File: src/rtl/dmem_port_arbiter.sv
// Shares the data-memory port between the pipeline MEM stage (priority) and a loader port.
// A loader request blocked by the pipeline for STARVE_LIMIT cycles steals one cycle and stalls the pipeline.
module dmem_port_arbiter #(
   parameter int unsigned STARVE_LIMIT  = 4,
   parameter logic [2:0]  LD_LOAD_TYPE  = 3'b010,
   parameter logic [1:0]  LD_STORE_TYPE = 2'b10
) (
   input  logic        clk,
   input  logic        rst,
   input  logic        pipe_mem_read,
   input  logic        pipe_mem_write,
   input  logic [2:0]  pipe_load_type,
   input  logic [1:0]  pipe_store_type,
   input  logic [9:0]  pipe_addr,
   input  logic [31:0] pipe_wdata,
   output logic [31:0] pipe_rdata,
   output logic        pipe_stall,
   input  logic        ld_req,
   input  logic        ld_we,
   input  logic [9:0]  ld_addr,
   input  logic [31:0] ld_wdata,
   output logic        ld_gnt,
   output logic        ld_rvalid,
   output logic [31:0] ld_rdata,
   output logic        mem_read,
   output logic        mem_write,
   output logic [2:0]  mem_load_type,
   output logic [1:0]  mem_store_type,
   output logic [9:0]  mem_addr,
   output logic [31:0] mem_wdata,
   input  logic [31:0] mem_rdata,
   output logic        state_dbg
);

   localparam int unsigned CW = (STARVE_LIMIT == 0) ? 1 : $clog2(STARVE_LIMIT + 1);
   localparam logic [CW-1:0] CNT_TRIG = CW'((STARVE_LIMIT == 0) ? 0 : STARVE_LIMIT - 1);

   typedef enum logic {
      IDLE  = 1'b0,
      STEAL = 1'b1
   } state_t;

   state_t        state;
   state_t        state_nx;
   logic [CW-1:0] wait_cnt;
   logic [CW-1:0] wait_cnt_nx;
   logic          pipe_act;
   logic          ld_rd_gnt;

   // Handshake: the loader holds ld_req/ld_we/ld_addr/ld_wdata stable until ld_gnt is
   // sampled high; the access happens in the ld_gnt cycle, read data follows with ld_rvalid.
   assign pipe_act   = pipe_mem_read | pipe_mem_write;
   assign pipe_rdata = mem_rdata;
   assign ld_rd_gnt  = ld_gnt & ~ld_we;
   assign state_dbg  = (state == STEAL);

   always_comb begin
      state_nx       = IDLE;
      wait_cnt_nx    = '0;
      ld_gnt         = 1'b0;
      mem_read       = 1'b0;
      mem_write      = 1'b0;
      mem_load_type  = pipe_load_type;
      mem_store_type = pipe_store_type;
      mem_addr       = pipe_addr;
      mem_wdata      = pipe_wdata;
      case (state)
         IDLE: begin
            if (pipe_act) begin
               mem_read  = pipe_mem_read;
               mem_write = pipe_mem_write;
               if (ld_req) begin
                  wait_cnt_nx = (wait_cnt == '1) ? wait_cnt : wait_cnt + 1'b1;
                  if ((STARVE_LIMIT != 0) && (wait_cnt == CNT_TRIG)) begin
                     state_nx = STEAL;
                  end
               end
            end else if (ld_req) begin
               ld_gnt         = 1'b1;
               mem_read       = ~ld_we;
               mem_write      = ld_we;
               mem_load_type  = LD_LOAD_TYPE;
               mem_store_type = LD_STORE_TYPE;
               mem_addr       = ld_addr;
               mem_wdata      = ld_wdata;
            end
         end
         STEAL: begin
            // Pipeline strobes are masked; a dropped ld_req makes this an empty cycle.
            ld_gnt         = ld_req;
            mem_read       = ld_req & ~ld_we;
            mem_write      = ld_req & ld_we;
            mem_load_type  = LD_LOAD_TYPE;
            mem_store_type = LD_STORE_TYPE;
            mem_addr       = ld_addr;
            mem_wdata      = ld_wdata;
         end
      endcase
      if (rst) begin
         ld_gnt    = 1'b0;
         mem_read  = 1'b0;
         mem_write = 1'b0;
      end
   end

   always_ff @(posedge clk or posedge rst) begin
      if (rst) begin
         state      <= IDLE;
         wait_cnt   <= '0;
         pipe_stall <= 1'b0;
         ld_rvalid  <= 1'b0;
         ld_rdata   <= '0;
      end else begin
         state      <= state_nx;
         wait_cnt   <= wait_cnt_nx;
         pipe_stall <= (state_nx == STEAL);
         ld_rvalid  <= ld_rd_gnt;
         if (ld_rd_gnt) begin
            ld_rdata <= mem_rdata;
         end
      end
   end

endmodule

File: config.mk
export PLATFORM = sky130hd
export DESIGN_NAME = dmem_port_arbiter
export DESIGN_NICKNAME = d
export VERILOG_FILES = /design/src/rtl/dmem_port_arbiter.sv
export SDC_FILE = /design/constraint.sdc
export NUM_CORES = 1
export LEC_CHECK = 0
export CORE_AREA = 2 2 96 98
export DETAILED_ROUTE_END_ITERATION = 12
export DIE_AREA = 0 0 98 100
export HOLD_SLACK_MARGIN = 0.08
export PLACE_DENSITY = 0.87
export SETUP_SLACK_MARGIN = 0.3
export SYNTH_ARGS = -nofsm -noshare
export SYNTH_HDL_FRONTEND = slang
export SYNTH_SLANG_ARGS = --single-unit
export TNS_END_PERCENT = 20
File: constraint.sdc
create_clock -name clk -period 2.4 [get_ports clk]
set_input_delay 0.24 -clock clk [delete_from_list [all_inputs] [get_ports clk]]
set_output_delay 0.24 -clock clk [all_outputs]
set_load 0.01 [all_outputs]
run_1/ff_map.png
Other sequential cells in the stronger grey, the rest of the logic in the fainter grey.
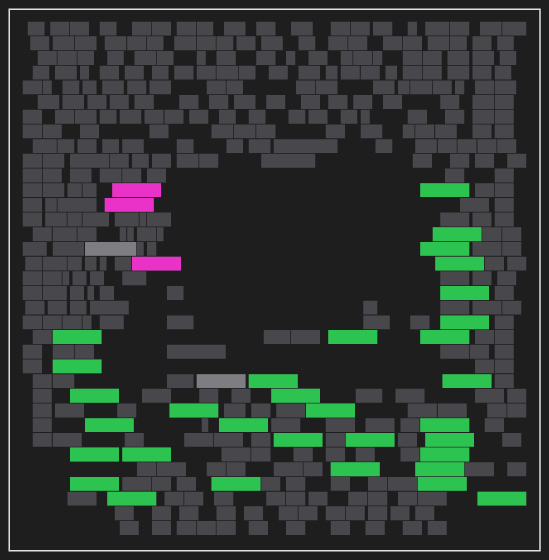
name in the netlist	colour	flops
wait_cnt	magenta	3
ld_rdata	green	32
Seq group: 834 uW
final core occ: 55.0%
sequential cell area: 927 sq um
register fraction of the total cell area: 19.0%

run_1/clock_nets.png
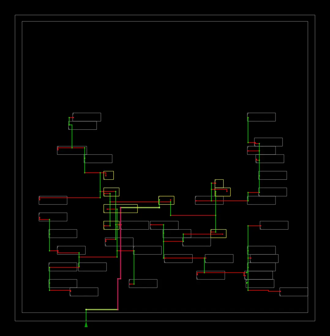
Clock Buffer Count: 5
Clock Sinks: 37
Clk. pwr: 544 uW

run_1/gates.png
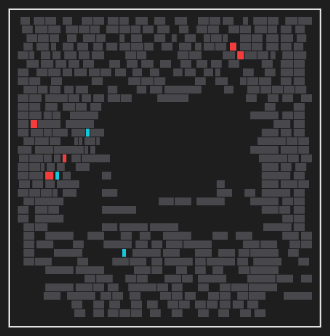
family	colour	cells	most used
inv cells	cyan	3	inv_1
nand cells	red	5	nand2b_1
multi-input logic portion of the cell area: 23.5%
final std cells w/o fill: 515
Top cell excl fill/tap: clkdlybuf4s50_1

==> reports/metrics.yaml, run 1 <==
final_timing:
  max_slew_margin_pct: 68.8
  clock.fmax_mhz: 468
  setup_viol: 0
  slew_viol_final: 0
  timing.hold.ws_ps: 483
  worst_slew_pin_slew_ps: 469
  fin_skew_ps: 6.74
  hold_viol: 0
  rsz0062_at_grt: "yes"
  fin_tns_setup_ps: 0
route:
  routed_via_density: 4.22
  drc: 0
  met3_length_um: 554
  drt_iter0_drc: 35
  wl_per_cell_um: 16.0
  drt_first_pass_iters: 4
  drt_wl_total_um: 8220
grt:
  grt_busiest_layer: "met2"
  grt.overflow.total: 0
  first_global_vias: 2289
  grtUsageMet3_pct: 4.60
  grt_antenna_before_repair: 0
  grt_start_max_net_pins: 38
worst_setup_path:
  required_ps: 2160
  critPathBufInv: 4
  crit_start: "ld_req"
  r2r_end: "ld_rdata[16]"
  path_cells: "clkdlybuf4s50_1, a21oi_4, buf_12, bufbuf_16, mux2_2, dlygate4sd2_1"
  regToRegSetupSlack_ps: 580
  critPathCapture: "mem_wdata[28]"
  worstPathArrival_ps: 1900
  critPathLaunchType: "primary input"
  worst_path_largest_cell_delay_ps: 470
  endpoint_kind: "output port"
logic_synthesis:
  topCellsByArea: "dfrtp_1, mux2_2, mux2_4"
  ff_type: "dfrtp_1"
  yosys_warnings: 0
  synth.avg_cell_area_sq_um: 13.2
  seq_area_frac_synth_pct: 38.4
  ys_sh_simple_pct: 4.25
  synthArstFlopShare_pct: 100
  muxShareOfSynthArea_pct: 39.5
  top_cells_by_count: "mux2_2, dfrtp_1, buf_4"
  edf_count: 0
  yosysTopAreaCell: "dfrtp_1"
final_layout:
  logic_area_sq_um: 1150
  drive_above_1_share_pct: 26.5
  insertedDiodeCount: 0
  num-fill-cells: 775
  area_growth_pct: 103
  largest_reg_flops: 32
  biggestRegsByFlops: "ld_rdata: 32 flops, wait_cnt: 3 flops"
  comb_cells: 101
  regMostFlops: "ld_rdata"
  num-nonclk-inverters: 3
placement:
  pre_cts_slack_ps: 26.2
  dp_cells: 501
  placed_area_sq_um: 4720
  io_buffers: 243
floorplanning:
  ioPinCount: 244
  initCoreUtil_pct: 27.1
  fp.dieH_um: 100
  die_width_um: 98
  rows: 35
  dieArea_sq_um: 9800
  core_sq_um: 8890
  num_tap_cells: 111
clock_network:
  root_buffer: "clkbuf_8"
  clockBufferDepth: 2
  post-cts-setup-buffers: 2
  cts_buffers: 5
  tritoncts: "yes"
  htree_num_levels: 2
  ctsHoldBuffers: 0
power:
  power.density_cell_area_nw_per_um2: 506
  peakVddDrop_v: 0.000267
  leakage_nw: 2.25
  p_sw_share_pct: 26.3
  p_switching_uw: 652
  finalPower_mw: 2.48
  combPwrFrac_pct: 44.3
job:
  drv_cap: 0
  warning_count: 29
hold_path:
  holdPathStages: 3
  hp-class: "in2reg"
  hold_path_startpoint: "pipe_mem_write"
status:
  status: "complete, no violations"
## run 1: logic make-up (layout without fill, tap and decap cells)
kind of cell / count (synthesis) / count (layout)
multiplexers: 75 / 75
buffers and inverters: 45 / 266
flip-flops: 37 / 37
AND/OR/NAND/NOR: 17 / 17
AND-OR/OR-AND: 5 / 5
adder cells (fa/ha/maj): 3 / 3
XOR/XNOR: 1 / 1
## run 1: power by group through the flow
| stage | combinational [mW] | clock [mW] | sequential, mW |
|---|---|---|---|
| CTS | 1.11 | 0.562 | 0.837 |
| finish | 1.10 | 0.544 | 0.834 |
| global placement | 1.11 | 0 | 0.839 |
| floorplan | 0.386 | 0 | 0.903 |
| detailed placement | 1.12 | 0 | 0.849 |
| global route | 1.16 | 0.591 | 0.856 |
run_1/m1.png
Supply wires on this layer in grey.
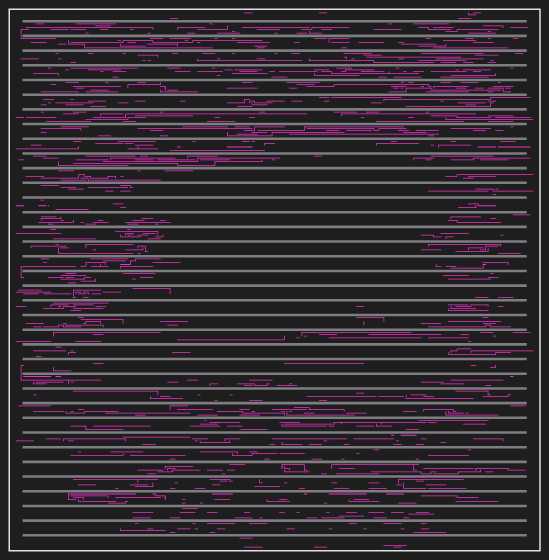

==> run 2, diff against run 1 <==
- ABC_AREA: default -> 1
run_2/m1.png
Supply wires on this layer in grey.
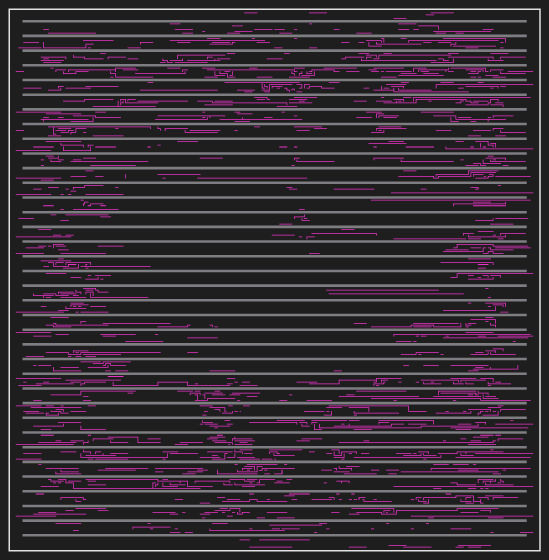
longest straight run	29.4 um
share of all routed wire	38%
via count: 3057
drt total wl: 9670 um
GRT met1 Usage: 20.6%

==> reports/metrics.yaml, run 2 <==
final_layout:
  insertedDiodeCount: 0
  biggestRegsByFlops: "ld_rdata: 32 flops, wait_cnt: 3 flops"
  area_growth_pct: 104
  drive_above_1_share_pct: 5.09
  lay_top_count: "clkdlybuf4s50_1"
  largest_reg_flops: 32
floorplanning:
  dieArea_sq_um: 9800
  ioPinCount: 244
  rows: 35
  fp.dieH_um: 100
  die_width_um: 98
  core_sq_um: 8890
worst_setup_path:
  crit_start: "pipe_mem_write"
  worstPathArrival_ps: 1970
  endpoint_kind: "output port"
  critPathCapture: "mem_load_type[1]"
final_timing:
  rsz0062_at_grt: "yes"
  fin_skew_ps: 5.25
  clock.fmax_mhz: 453
  fin_tns_setup_ps: 0
route:
  wl_per_cell_um: 14.2
  drt_first_pass_iters: 4
clock_network:
  root_buffer: "clkbuf_8"
  htree_num_levels: 2
  clockBufferDepth: 2
  tritoncts: "yes"
  post-cts-setup-buffers: 1
logic_synthesis:
  topCellsByArea: "dfrtp_1, nand2_1, buf_4"
  yosysTopAreaCell: "dfrtp_1"
  synth.avg_cell_area_sq_um: 6.68
  top_cells_by_count: "nand2_1, buf_4, dfrtp_1"
  ff_type: "dfrtp_1"
  yosys_warnings: 0
  ys_sh_simple_pct: 41.7
status:
  status: "complete, no violations"
power:
  pg_seq_uw: 806
  peakVddDrop_v: 0.000341
  power.density_cell_area_nw_per_um2: 469
  leakage_nw: 2.43
grt:
  grtUsageMet3_pct: 4.74
placement:
  io_buffers: 243
run 2: per-stage QoR:
step	power, mW	area (sq um)	hold WS [ps]	worst slack (ps)	std cells
global placement	1.81	4710	453	166	670
detailed placement	1.83	4710	462	126	670
floorplan	1.17	2400	385	884	359
CTS	2.32	4850	476	201	680
finish	2.29	4900	473	194	681
global route	2.45	4900	500	110	681
run 2: critical path, stage by stage:
cell,delay [ps]
clkdlybuf4s50_1,510
nor2_1,60
nand2_1,100
nand2_4,120
buf_4,180
or2_2,270
clkdlybuf4s50_1,490
run 2: area by class of cell:
type                       count  area share (%)
inverter                      13            1.10
tap                          111            2.84
multi-input combinational    258            22.2
timing repair buffer         254            52.9
clock inverter                 1           0.102
sequential                    37            18.9
clock buffer                   7            1.97
Power and IR drop assume default switching activity.
